### src/rtl/spi_pkg.sv
// Shared types and defaults for the SPI slave front end.
package spi_pkg;

   localparam int         SPI_DATA_W     = 8;
   localparam logic [7:0] SPI_DEFAULT_TX = 8'hFF;

   typedef enum logic {
      ST_IDLE   = 1'b0,
      ST_ACTIVE = 1'b1
   } spi_state_e;

   // Bit-counter width; never narrower than one bit.
   function automatic int spi_cnt_w(input int data_w);
      return (data_w > 1) ? $clog2(data_w) : 1;
   endfunction

endpackage

### src/rtl/spi_sync_edge.sv
// Multi-flop synchroniser for a bundle of slow inputs plus rise/fall detect.
// All bits share one depth so their relative alignment is preserved.
module spi_sync_edge #(
   parameter int               WIDTH     = 3,
   parameter int               STAGES    = 2,
   parameter logic [WIDTH-1:0] RESET_VAL = '0
) (
   input  logic             sysclk,
   input  logic             i_spi_rst_n,
   input  logic [WIDTH-1:0] i_async,
   output logic [WIDTH-1:0] o_sync,
   output logic [WIDTH-1:0] o_rise,
   output logic [WIDTH-1:0] o_fall
);

   logic [WIDTH-1:0] r_stage [STAGES];
   logic [WIDTH-1:0] r_prev;

   always_ff @(posedge sysclk or negedge i_spi_rst_n) begin
      if (!i_spi_rst_n) begin
         for (int i = 0; i < STAGES; i++) r_stage[i] <= RESET_VAL;
         r_prev <= RESET_VAL;
      end else begin
         // NOTE: non-blocking so each stage takes its predecessor's old value.
         r_stage[0] <= i_async;
         for (int i = 1; i < STAGES; i++) r_stage[i] <= r_stage[i-1];
         r_prev <= r_stage[STAGES-1];
      end
   end

   assign o_sync = r_stage[STAGES-1];
   assign o_rise = o_sync & ~r_prev;
   assign o_fall = ~o_sync & r_prev;

endmodule

### src/rtl/spi_slave_if.sv
// Mode-0 SPI slave: oversamples IOB-registered sclk/cs/mosi in the sysclk
// domain, deserialises MOSI words and shifts a one-entry TX holding register out on MISO.
module spi_slave_if
   import spi_pkg::*;
#(
   parameter int                DATA_W      = SPI_DATA_W,
   parameter int                SYNC_STAGES = 2,
   parameter logic [DATA_W-1:0] DEFAULT_TX  = DATA_W'(SPI_DEFAULT_TX)
) (
   input  logic              sysclk,
   input  logic              i_spi_rst_n,
   input  logic              i_sclk,
   input  logic              i_cs,
   input  logic              i_mosi,
   output logic              o_miso,
   output logic [DATA_W-1:0] o_rx_data,
   output logic              o_rx_valid,
   input  logic [DATA_W-1:0] i_tx_data,
   input  logic              i_tx_valid,
   output logic              o_tx_ready,
   output logic              o_tx_underrun,
   output logic              o_cs_active,
   output logic              o_frame_end
);

   localparam int               CNT_W    = spi_cnt_w(DATA_W);
   localparam logic [CNT_W-1:0] LAST_BIT = CNT_W'(DATA_W - 1);

   // Bit order of the synchronised bundle: {mosi, cs, sclk}; cs resets high (idle).
   logic [2:0] w_sync, w_rise, w_fall;
   logic       w_sclk_rise, w_sclk_fall, w_cs_fall, w_cs_rise, w_cs_sync, w_mosi;
   logic       w_unused_mosi_edges;

   spi_sync_edge #(
      .WIDTH     (3),
      .STAGES    (SYNC_STAGES),
      .RESET_VAL (3'b010)
   ) u_sync (
      .sysclk      (sysclk),
      .i_spi_rst_n (i_spi_rst_n),
      .i_async     ({i_mosi, i_cs, i_sclk}),
      .o_sync      (w_sync),
      .o_rise      (w_rise),
      .o_fall      (w_fall)
   );

   assign w_sclk_rise         = w_rise[0];
   assign w_sclk_fall         = w_fall[0];
   assign w_cs_rise           = w_rise[1];
   assign w_cs_fall           = w_fall[1];
   assign w_cs_sync           = w_sync[1];
   assign w_mosi              = w_sync[2];
   assign w_unused_mosi_edges = ^{w_rise[2], w_fall[2]};

   spi_state_e        r_state, w_state_nxt;
   logic [CNT_W-1:0]  r_bit_cnt;
   logic              r_load_pending;
   logic [DATA_W-2:0] r_rx_shift;
   logic [DATA_W-1:0] r_rx_data;
   logic              r_rx_valid;
   logic [DATA_W-1:0] r_tx_shift;
   logic [DATA_W-1:0] r_hold;
   logic              r_hold_full;
   logic              r_underrun;
   logic              r_frame_end;

   logic w_load, w_shift_tx, w_sample, w_word_done, w_frame_end, w_clr;

   always_ff @(posedge sysclk or negedge i_spi_rst_n) begin
      if (!i_spi_rst_n) r_state <= ST_IDLE;
      else              r_state <= w_state_nxt;
   end

   always_comb begin
      // NOTE: every signal gets a default first so no latch is inferred.
      w_state_nxt = r_state;
      w_load      = 1'b0;
      w_shift_tx  = 1'b0;
      w_sample    = 1'b0;
      w_word_done = 1'b0;
      w_frame_end = 1'b0;
      w_clr       = 1'b0;
      case (r_state)
         ST_IDLE: begin
            if (w_cs_fall) begin
               w_state_nxt = ST_ACTIVE;
               w_load      = 1'b1;
               w_clr       = 1'b1;
            end
         end
         ST_ACTIVE: begin
            // A cs deassert masks any sclk edge seen in the same cycle.
            if (w_cs_rise) begin
               w_state_nxt = ST_IDLE;
               w_frame_end = 1'b1;
               w_clr       = 1'b1;
            end else begin
               if (w_sclk_rise) begin
                  w_sample    = 1'b1;
                  w_word_done = (r_bit_cnt == LAST_BIT);
               end
               if (w_sclk_fall) begin
                  w_load     = r_load_pending;
                  w_shift_tx = ~r_load_pending;
               end
            end
         end
         default: w_state_nxt = ST_IDLE;
      endcase
   end

   always_ff @(posedge sysclk or negedge i_spi_rst_n) begin
      if (!i_spi_rst_n) begin
         r_bit_cnt      <= '0;
         r_load_pending <= 1'b0;
         r_rx_shift     <= '0;
         r_rx_data      <= '0;
         r_rx_valid     <= 1'b0;
         r_tx_shift     <= '0;
         r_hold         <= '0;
         r_hold_full    <= 1'b0;
         r_underrun     <= 1'b0;
         r_frame_end    <= 1'b0;
      end else begin
         r_rx_valid  <= 1'b0;
         r_underrun  <= 1'b0;
         r_frame_end <= w_frame_end;

         if (w_clr) begin
            r_bit_cnt      <= '0;
            r_load_pending <= 1'b0;
         end

         if (w_sample) begin
            r_rx_shift <= (DATA_W-1)'({r_rx_shift, w_mosi});
            if (w_word_done) begin
               r_rx_data      <= {r_rx_shift, w_mosi};
               r_rx_valid     <= 1'b1;
               r_bit_cnt      <= '0;
               r_load_pending <= 1'b1;
            end else begin
               r_bit_cnt <= r_bit_cnt + CNT_W'(1);
            end
         end

         if (w_shift_tx) r_tx_shift <= {r_tx_shift[DATA_W-2:0], 1'b0};

         if (w_load) begin
            r_load_pending <= 1'b0;
            if (r_hold_full) begin
               r_tx_shift <= r_hold;
            end else begin
               r_tx_shift <= DEFAULT_TX;
               r_underrun <= 1'b1;
            end
         end

         // A load only consumes when full, and a write only lands when empty.
         if (w_load && r_hold_full) begin
            r_hold_full <= 1'b0;
         end else if (i_tx_valid && !r_hold_full) begin
            r_hold      <= i_tx_data;
            r_hold_full <= 1'b1;
         end
      end
   end

   assign o_miso        = (r_state == ST_ACTIVE) ? r_tx_shift[DATA_W-1] : 1'b0;
   assign o_rx_data     = r_rx_data;
   assign o_rx_valid    = r_rx_valid;
   assign o_tx_ready    = ~r_hold_full;
   assign o_tx_underrun = r_underrun;
   assign o_cs_active   = ~w_cs_sync;
   assign o_frame_end   = r_frame_end;

endmodule

### config.mk
export PLATFORM = sky130hd
export DESIGN_NAME = spi_slave_if
export DESIGN_NICKNAME = d
export VERILOG_FILES = /design/src/rtl/spi_pkg.sv /design/src/rtl/spi_sync_edge.sv /design/src/rtl/spi_slave_if.sv
export SDC_FILE = /design/constraint.sdc
export NUM_CORES = 1
export LEC_CHECK = 0
export CAP_MARGIN = 20
export CORE_MARGIN = 2
export CORE_UTILIZATION = 33
export CTS_CLUSTER_DIAMETER = 50
export CTS_CLUSTER_SIZE = 14
export DETAILED_ROUTE_END_ITERATION = 16
export HOLD_SLACK_MARGIN = 0.1
export SYNTH_ARGS = -nofsm -noshare
export SYNTH_HDL_FRONTEND = slang
export SYNTH_HIERARCHICAL = 1
export SYNTH_SLANG_ARGS = --single-unit
### constraint.sdc
create_clock -name sysclk -period 1.7 [get_ports sysclk]
set_clock_uncertainty 0.15 [all_clocks]
set_input_delay 0.34 -clock sysclk [delete_from_list [all_inputs] [get_ports sysclk]]
set_output_delay 0.34 -clock sysclk [all_outputs]
set_load 0.005 [all_outputs]
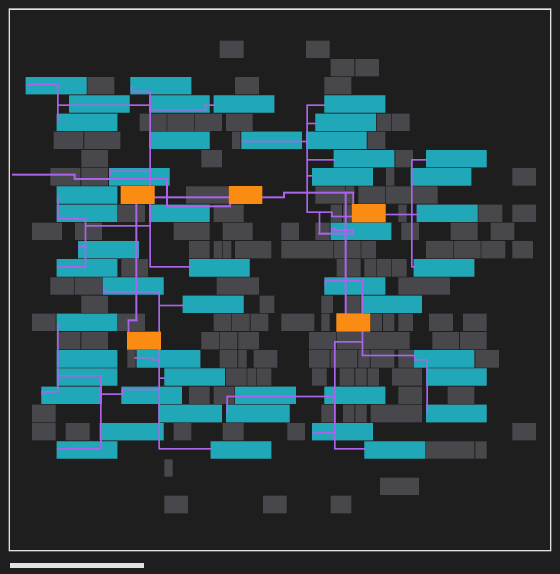
Run 1: clock network drawn from the DEF
Bar = 20 um.
Key: clock drivers = orange [count 5]; clock wires = purple [length 487 um]; flip-flops = cyan [count 48]
There are 6 routed clock nets.

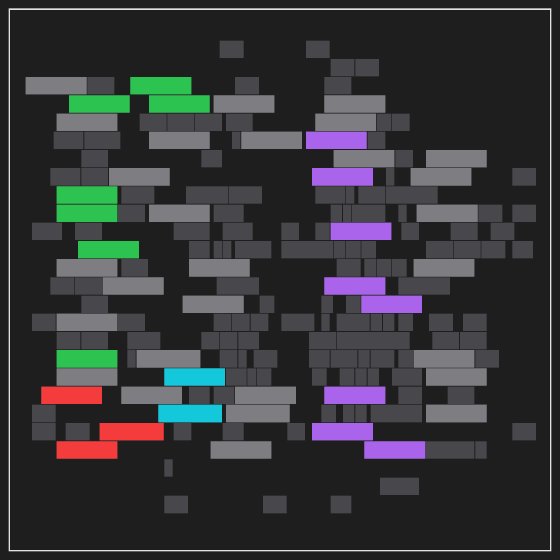
Run 1: where the registers sit
Key: u_sync/r_stage = red [sequential cells 3]; r_tx_shift = purple [sequential cells 8]; u_sync/r_prev = cyan [sequential cells 2]; r_rx_shift = green [sequential cells 7]
Another 28 sequential cells are not colored.

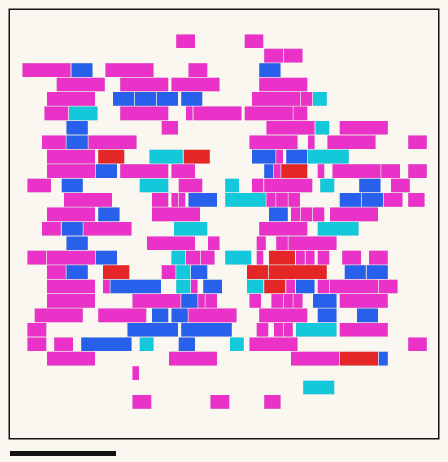
Run 1: sizing map
Bar = 20 um.
Key: _3 and _4 cells = cyan [cells 20]; _0 and _1 cells = magenta [cells 115]; _6 and larger = red [cells 9]; _2 cells = blue [cells 40]

[run 1: state kept, by name, summed over array words and instances (netlist names)]
register	count
r_tx_shift	8
r_state	1
o_rx_valid	1
o_frame_end	1
o_rx_data	8
o_tx_underrun	1
r_hold	8
r_bit_cnt	3
r_hold_full	1
r_rx_shift	7
u_sync/r_prev	2
r_load_pending	1
u_sync/o_sync	3
u_sync/r_stage	3
[run 1: metal layers]
layer,GRT usage (%),vias up,part of all wire (%)
li1,-,591,-
met1,16.36,640,42
met2,21.42,42,52
met3,3.258,8,4.7
met4,5.424,0,2.0
met5,0,-,0
[run 1: power groups by stage]
stage	Sequential [uW]	Combinational [uW]	Clock (uW)
4_1_cts	1630	792	813
3_5_place_dp	1660	687	0
5_1_grt	1680	951	871
3_3_place_gp	1640	650	0
2_1_floorplan	1580	492	0
6_report	1640	877	784
[run 1: critical path, delay by kind of cell (launching register included)]
family        cells  cell delay (ns)
flops             1             0.53
simple gates      3             0.65
mux               1             0.33
[run 1: per-stage QoR]
| step | TNS (ns) | area (um^2) |
|---|---|---|
| finish | -0.4244 | 2606 |
| global route | -1.596 | 2606 |
| CTS | -0.5201 | 2529 |
| detailed placement | -0.9920 | 2308 |
| global placement | -0.3028 | 2308 |
| floorplan | 0 | 1948 |
[run 1: final cells by class]
class	instances	area, um^2	share of cell area (%)
tap	72	90.09	3.457
sequential	48	1206	46.28
inverter	6	22.52	0.8641
clock buffer	6	72.57	2.784
multi-input combinational	82	789.5	30.29
clock inverter	2	35.03	1.344
timing repair buffer	40	390.4	14.98
[run 1: cells in the final DEF, fill, tap and decap left out, drive strengths merged, types with 5 or more instances in the layout]
cell,count
nor2,5
dfrtp,45
mux2,24
a31oi,8
inv,5
buf,13
clkbuf,6
nand3,9
nor3,7
clkdlybuf4s50,20
and2b,5
o22ai,8
[run 1: repair_timing]
action | CTS | global route
buffers inserted | 3 | 1
pin swaps | 3 | 0
resized | 19 | 13
cloned | 1 | 0
hold endpoints to repair | 45 | 0
endpoints found under the setup margin | 21 | 24
hold buffers | 1 | 0
[run 1: worst max-delay path by stage]
stage / depth (start not counted) / start / end / slack [ns]
3_3_place_gp: 4 / u_sync/r_prev[1] / o_rx_data[5] / -0.03
5_1_grt: 4 / u_sync/r_prev[1] / o_rx_data[5] / -0.11
3_5_place_dp: 4 / u_sync/r_prev[1] / r_load_pending / -0.14
2_1_floorplan: 6 / u_sync/o_sync[1] / r_tx_shift[0] / 0.01
4_1_cts: 4 / u_sync/r_prev[1] / o_rx_data[0] / -0.06
6_report: 4 / u_sync/r_prev[1] / o_rx_data[5] / -0.06
==> deck_impl_summary.md, run 1 <==
Physical Implementation Snapshot

Worst hold path
  • Hold worst-path end: u_sync/o_sync[2]
  • Kind of path behind the tightest hold check: reg2reg
  • Hold Path Stages: 0
  • Hold_sp: u_sync/r_stage[5]

Placement
  • RePlAce Congestion: 0.7344
  • DP HPWL: 2503 um
  • Pre-CTS setup slack: -0.1418 ns
  • Port buffer count: 27
  • Placed Cells: 242

STA
  • Min Tclk post-route: 1.765 ns
  • RSZ-0062 raised after global routing: yes
  • Final hold slack: between 0.2 and 0.25 ns
  • Endpoints failing hold: 0
  • Slew @ Worst Pin: about 0.34 ns
  • Slew Viols, Final: 0
  • Slew HR: 77.09%
  • Final WS setup: -0.06468 ns
  • Fmax: around 0.57 GHz
  • Final setup violating endpoints: 19
  • Tcrit/Tclk final: 103.8%

Routing
  • Drt total wl: 3862 um
  • Vias/cell: 5.004
  • First DRT Iteration DRCs: 29
  • Drt wl/cell: ~15 um
  • Vias: 1281
  • DR DRC count: 0
  • Drt first pass iters: 4
  • DRT antenna net count: 0

Logic synthesis
  • Post-Synthesis Cell Area: just under 0.002 mm^2
  • Cells after synthesis: 144
  • Mapped Nets: 160
  • Syn_area_per_cell: 13.48 um^2
  • Synth Warn #: 6

Floorplanning
  • # rows: 27
  • Vert. Die Dim: 80.69 um
  • Core Util at FP: 34.61%
  • Core area: 0.005608 mm^2
  • Die width: 80.69 um
  • Die ar.: 0.006510 mm^2
  • Io pins: 28

Final layout
  • Final #Nets: 199
  • Fillers: 510
  • Finished Layout Cells: 256
  • Final Util: between 40% and 50%
  • Share of layout cells above drive strength 1: 37.50%
  • Diodes inserted: 0
  • Area growth syn-to-layout: 34.30%

Clocking
  • Buffer depth of the longest clock path: 2
  • Clock sink count: 48
  • CTS tree: yes
  • Root buffer cell: clkbuf_8
  • Clk pin slew, worst setup/hold paths: 0.08 ns
  • Clk_lat worst skew: 0.29 ns
  • TritonCTS buffer count: 5
  • H-tree levels: 2

Critical path
  • Crit end category: flip-flop
  • RR Startpoint: u_sync/r_prev[1]
  • Critical Path, Cell by Cell: and2b_2 > and2b_2 > nand3_4 > mux2_4
  • Crit Path Category: reg2reg
  • CP max FO: 5
  • Reg2Reg Depth: 4
  • CP max stage delay: around 0.53 ns
  • Worst EP arrival: 1.80 ns
  • CP max-delay cell: dfstp_2
  • R2r setup slk: -0.06 ns
  • Startpoint types: flip-flop
  • FF-to-FF End: o_rx_data[5]
  • Most common cell on crit path: and2b_2
  • Crit path required time: 1.73 ns

Global routing
  • First-pass GRT wire length: approximately 6500 um
  • GRT Overall Usage: 13.04%
  • GR Overflow Total: 0
  • Largest net degree at the start of global routing: 49
  • Initial antenna violation count: 0
  • Vias in the first global route: 1354

Power and ir drop
  • Comb power frac: 26.5%
  • Sw Share: 28.45%
  • Total power: approximately 3300 uW
  • P_int: 2364 uW
  • PD cells: 1268 mW/mm^2
  • Pleak: 0.001205 uW
  • Worst-case vdd ir drop: between 600 and 700 uV
  • Switching pwr: 939.8 uW
  • Clock network power share: 23.7%
  • Reg power frac: between 40% and 50%

Run
  • Count of tool warnings: 28
  • Max Cap Viol: 0

Run status
  • Outcome: finished with violations
  • Failing checks: setup timing
==> run 1 -> run 2 <==
- CTS_CLUSTER_DIAMETER: 50 -> default
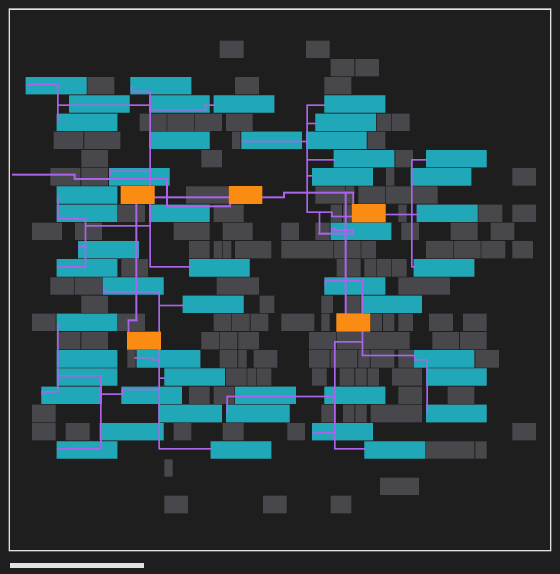
Run 2: clock network drawn from the DEF
Bar = 20 um.
Key: clock drivers = orange [count 5]; clock wires = purple [length 487 um]; flip-flops = cyan [count 48]
There are 6 routed clock nets.

==> run 2 against run 1 <==
Effect of this change:
- the flow still finishes with violations (setup timing)
- global-route usage did not move
- die area is the same
- sequential share of layout area did not move
- routed wire length unchanged
- via count unchanged
- first-iteration DRC count stayed put
- design area stayed put
- sequential power about the same
- worst setup slack unchanged
- combinational power barely moved
- count of clock-buffer cells in the layout unchanged
- synthesized cell count stayed put
- largest power group unchanged
- highest routed layer unchanged
==> deck_impl_summary.md, run 2 <==
Physical Implementation Snapshot

Floorplanning
  • Core Util at FP: 34.61%
  • Io pins: 28
  • Die ar.: 0.006510 mm^2
  • Die width: slightly above 80 um
  • Core area: around 0.0056 mm^2
  • Vert. Die Dim: 80.69 um
  • # rows: 27

Global routing
  • Largest net degree at the start of global routing: 49
  • GRT Overall Usage: 13.04%
  • Initial antenna violation count: 0
  • GR Overflow Total: 0
  • First-pass GRT wire length: between 6000 and 7000 um
  • Vias in the first global route: 1354

Routing
  • Drt wl/cell: 15.09 um
  • DR DRC count: 0
  • Vias/cell: 5.004
  • Drt total wl: 3862 um
  • DRT antenna net count: 0
  • First DRT Iteration DRCs: 29
  • Vias: 1281
  • Drt first pass iters: 4

Run status
  • Outcome: finished with violations
  • Failing checks: setup timing

Power and ir drop
  • Worst-case vdd ir drop: 641.1 uV
  • Pleak: 0.001205 uW
  • P_int: 2364 uW
  • PD cells: around 1300 mW/mm^2
  • Sw Share: 28.45%
  • Switching pwr: 939.8 uW
  • Clock network power share: 23.7%
  • Comb power frac: 26.5%
  • Reg power frac: 49.7%

STA
  • Tcrit/Tclk final: 103.8%
  • Slew HR: between 70 and 80%
  • RSZ-0062 raised after global routing: yes
  • Slew Viols, Final: 0
  • Final WS setup: -0.06468 ns
  • Min Tclk post-route: between 1.5 and 2 ns
  • Final setup violating endpoints: 19
  • Endpoints failing hold: 0
  • Slew @ Worst Pin: 0.3436 ns
  • Fmax: 0.5667 GHz

Critical path
  • Worst EP arrival: 1.80 ns
  • Crit Path Category: reg2reg
  • Crit path required time: 1.73 ns
  • Startpoint types: flip-flop
  • Crit end category: flip-flop
  • CP max FO: 5

Placement
  • DP HPWL: around 2500 um
  • Placed Cells: 242
  • Port buffer count: 27
  • RePlAce Congestion: between 0.7 and 0.8
  • Placed Area: 0.002308 mm^2

Clocking
  • H-tree levels: 2
  • Clk pin slew, worst setup/hold paths: ~0.080 ns
  • Clock sink count: 48
  • Buffer depth of the longest clock path: 2
  • Clk_lat worst skew: 0.29 ns
  • TritonCTS buffer count: 5
  • Root buffer cell: clkbuf_8
  • CTS tree: yes

Final layout
  • Final #Nets: 199
  • Top cells excl fill/tap: dfrtp_1, mux2_2, clkdlybuf4s50_1, buf_4, nand3_1
  • Cell area after layout: around 0.0026 mm^2
  • Area growth syn-to-layout: 34.30%
  • Share of layout cells above drive strength 1: between 30% and 40%
  • Finished Layout Cells: around 260
  • Most frequent logic cell in the layout: dfrtp_1
  • Diodes inserted: 0

Logic synthesis
  • Cells after synthesis: 144
  • Synth Warn #: 6
  • Post-Synthesis Cell Area: 0.001941 mm^2
  • Syn_area_per_cell: 13.48 um^2
  • Mapped Nets: ~160

Worst hold path
  • Kind of path behind the tightest hold check: reg2reg

Run
  • Count of tool warnings: 28
  • Max Cap Viol: 0
[run 2: critical path: stages, from the launching register on]
cell and delay, ns:
dfstp_2 0.53, and2b_2 0.23, and2b_2 0.29, nand3_4 0.13
mux2_4 0.33
[run 2: through the flow]
step	utilization (%)	worst slack [ns]	total power, uW	hold slack (ns)	setup TNS [ns]
floorplan	-	0.01480	2074	-0.1056	0
global placement	41.16	-0.03165	2287	0.1849	-0.3028
detailed placement	41.16	-0.1418	2346	0.1873	-0.9920
CTS	45.09	-0.06319	3235	0.2143	-0.5201
global route	46.47	-0.1086	3505	0.2154	-1.596
finish	46.47	-0.06468	3304	0.2091	-0.4244
[run 2: final timing paths]
check | start | end | slack, ns | cells past startpoint
min reg2reg | u_sync/r_stage[5] | u_sync/o_sync[2] | 0.21 | 0
min | u_sync/r_stage[5] | u_sync/o_sync[2] | 0.21 | 0
max reg2reg | u_sync/r_prev[1] | o_rx_data[5] | -0.06 | 4
max | u_sync/r_prev[1] | o_rx_data[5] | -0.06 | 4
min in group asynchronous | i_spi_rst_n | r_tx_shift[4] | 0.41 | 3
max in group asynchronous | i_spi_rst_n | u_sync/o_sync[1] | 0.72 | 3
[run 2: power by group through the flow]
stage	registers, uW	logic (uW)	clock network, uW
finish	1640	877	784
detailed placement	1660	687	0
floorplan	1580	492	0
global route	1680	951	871
CTS	1630	792	813
global placement	1640	650	0
[run 2: layout make-up]
type                       instances  area, um^2
timing repair buffer              40       390.4
fill                             510        3002
clock buffer                       6       72.57
sequential                        48        1206
tap                               72       90.09
clock inverter                     2       35.03
inverter                           6       22.52
multi-input combinational         82       789.5
[run 2: timing repair]
item | in CTS | in global routing
gates resized | 19 | 13
endpoints found under the hold margin | 45 | 0
gates cloned | 1 | 0
buffers inserted | 3 | 1
pin swaps | 3 | 0
hold buffers | 1 | 0
endpoints found under the setup margin | 21 | 24
[run 2: routing by layer]
| layer | part of all wire [%] | up-vias | global-route usage, % | wire length [um] |
|---|---|---|---|---|
| met2 | 52 | 42 | 21.42 | 1999 |
| met1 | 42 | 640 | 16.36 | 1603 |
| li1 | - | 591 | - | - |
| met4 | 2.0 | 0 | 5.424 | 76 |
| met3 | 4.7 | 8 | 3.258 | 182 |
| met5 | 0 | - | 0 | 0 |
Run 2, where the registers sit:
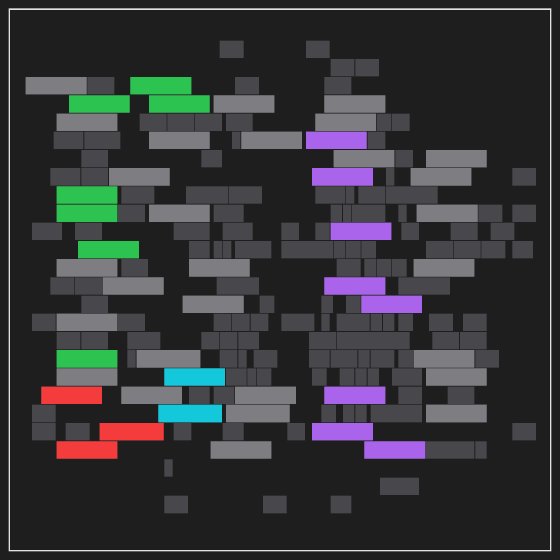

==> run 2 -> run 3 <==
- ABC_CLOCK_PERIOD_IN_PS: default -> 1700
- CORE_MARGIN: 2 -> 3
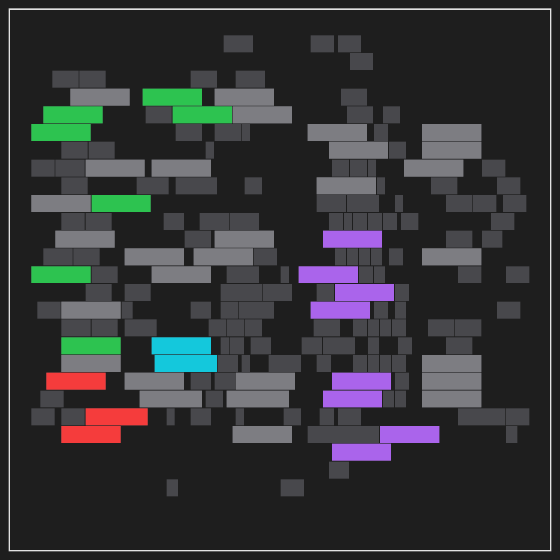
Run 3: where the registers sit
Key: u_sync/r_stage = red [sequential cells 3]; u_sync/r_prev = cyan [sequential cells 2]; r_rx_shift = green [sequential cells 7]; r_tx_shift = purple [sequential cells 8]

==> run 3 against run 2 <==
Effect of this change:
- the run still ends with setup timing left
- via count decreased by 3.4%
- count of clock-buffer cells in the layout decreased by 1
- cell count decreased by 0.78%
- clock power increased by 2%
- critical path depth unchanged
- synthesized cell count unchanged
- flip-flop count unchanged
- critical path type unchanged
- largest power group unchanged
==> deck_impl_summary.md, run 3 <==
Physical Implementation Snapshot

Critical path
  • CP max FO: 5
  • Worst EP arrival: 1.77 ns
  • Crit end category: flip-flop
  • Critical Path, Cell by Cell: and2b_2 > and2b_4 > nand3_4 > mux2_2
  • Sum of buffers and inverters on the critical path: 0
  • Top Family by Delay on Critical Path: simple AND/OR/NAND/NOR gates
  • CP max stage delay: 0.53 ns
  • Crit path required time: 1.74 ns
  • CP max-delay cell: dfstp_2
  • Startpoint types: flip-flop
  • Crit Path Category: reg2reg

Power and ir drop
  • Sw Share: 27.11%
  • Total power: 3146 uW
  • Pleak: between 0.001 and 0.0015 uW
  • Reg power frac: 51.5%
  • P_int: 2293 uW
  • Comb power frac: about 23%
  • Switching pwr: 853.0 uW
  • PD cells: around 1300 mW/mm^2
  • Clock network power share: 25.4%
  • Worst-case vdd ir drop: 475.6 uV

Logic synthesis
  • Syn_area_per_cell: 13.48 um^2
  • Mapped Nets: 160
  • Synth Warn #: 6
  • Post-Synthesis Cell Area: roughly 0.0019 mm^2
  • Cells after synthesis: 144

Final layout
  • Top cells excl fill/tap: dfrtp_1, mux2_2, clkdlybuf4s50_1, buf_4
  • Final Util: 44.62%
  • Share of layout cells above drive strength 1: 33.52%
  • Area growth syn-to-layout: 28.95%
  • Most frequent logic cell in the layout: dfrtp_1
  • Diodes inserted: 0
  • Final #Nets: 197

Global routing
  • GR Overflow Total: 0
  • Vias in the first global route: 1348
  • First-pass GRT wire length: 6161 um
  • Largest net degree at the start of global routing: 49
  • Initial antenna violation count: 0
  • GRT Overall Usage: 12.10%

Clocking
  • Clk pin slew, worst setup/hold paths: 0.08 ns
  • TritonCTS buffer count: 5
  • Clock sink count: 48
  • H-tree levels: 2
  • CTS tree: yes
  • Clk_lat worst skew: 0.30 ns
  • Root buffer cell: clkbuf_8
  • Buffer depth of the longest clock path: 2

Floorplanning
  • Die ar.: 0.006837 mm^2
  • # rows: 27
  • Core Util at FP: 34.61%
  • Core area: 0.005608 mm^2
  • Vert. Die Dim: 82.69 um
  • Die width: 82.69 um
  • Io pins: 28

STA
  • Tcrit/Tclk final: 101.8%
  • Final hold slack: 0.2075 ns
  • Min Tclk post-route: about 1.7 ns
  • Slew HR: 77.00%
  • Setup TNS: -0.2129 ns
  • Final WS setup: -0.03066 ns
  • Endpoints failing hold: 0
  • Slew Viols, Final: 0
  • Fmax: slightly below 0.6 GHz
  • Final setup violating endpoints: 8
  • RSZ-0062 raised after global routing: yes
  • Slew @ Worst Pin: 0.3450 ns

Placement
  • Pre-CTS setup slack: -0.09823 ns
  • RePlAce Congestion: 0.7748
  • DP HPWL: 2537 um
  • Port buffer count: 27

Run status
  • Failing checks: setup timing
  • Outcome: finished with violations

Routing
  • Vias/cell: 4.870
  • DRT antenna net count: 0
  • DR DRC count: 0
  • Drt first pass iters: 4
  • Drt wl/cell: ~14 um
  • Vias: roughly 1200
  • First DRT Iteration DRCs: 25
  • Drt total wl: around 3600 um

Run
  • Count of tool warnings: 28
  • Max Cap Viol: 0

Worst hold path
  • Kind of path behind the tightest hold check: reg2reg
run 3: cell count changes in the layout (fill, tap and decap cells not counted), moves of 2 or more:
| cell | before | now |
|---|---|---|
| a31oi_4 | 4 | 0 |
| a31oi_1 | 4 | 7 |
| dlymetal6s2s_1 | 3 | 5 |
| nor3_1 | 3 | 6 |
| mux2_4 | 2 | 0 |
| clkdlybuf4s50_1 | 20 | 18 |
| mux2_2 | 22 | 24 |
| nor3_2 | 3 | 1 |
run 3: through the flow:
step                cell area [um^2]  instances
CTS                             2474        254
global route                    2502        254
floorplan                       1948        144
detailed placement              2308        242
global placement                2308        242
finish                          2502        254
run 3: final timing paths:
| path | from | end | slack [ns] | cells after the start |
|---|---|---|---|---|
| max in group asynchronous | i_spi_rst_n | u_sync/r_stage[4] | 0.73 | 3 |
| setup reg to reg | u_sync/r_prev[1] | o_rx_data[1] | -0.03 | 4 |
| min in group asynchronous | i_spi_rst_n | r_tx_shift[4] | 0.40 | 3 |
| setup / recovery | u_sync/r_prev[1] | o_rx_data[1] | -0.03 | 4 |
| hold / removal | u_sync/r_stage[5] | u_sync/o_sync[2] | 0.21 | 0 |
| hold reg to reg | u_sync/r_stage[5] | u_sync/o_sync[2] | 0.21 | 0 |
run 3: area by class of cell:
type | instances | area (um^2)
Fill cell | 531 | 3105
Sequential cell | 48 | 1206
Multi-Input combinational cell | 82 | 700.7
Timing Repair Buffer | 38 | 371.6
Tap cell | 72 | 90.09
Clock buffer | 5 | 68.82
Clock inverter | 3 | 42.54
Inverter | 6 | 22.52
run 3: per-layer routing:
metal / GRT usage (%) / up-vias / part of all wire (%)
met4: 3.595 / 0 / 0.86
met2: 21.15 / 28 / 51
met5: 0 / - / 0
li1: - / 588 / -
met1: 13.78 / 616 / 43
met3: 4.447 / 5 / 5.2
run 3: power groups by stage:
stage	Combinational, uW	Clock (uW)	Sequential, uW
floorplan	492	0	1580
global route	814	894	1660
CTS	727	825	1620
detailed placement	693	0	1660
global placement	652	0	1640
finish	727	801	1620
run 3: timing repair:
item | in CTS | in global routing
setup buffers | 3 | 0
endpoints found under the setup margin | 16 | 28
hold buffers | 1 | 0
hold endpoints to repair | 45 | 0
cloned | 1 | 0
resized | 10 | 11
pin swaps | 2 | 0
Power and IR drop assume default switching activity.
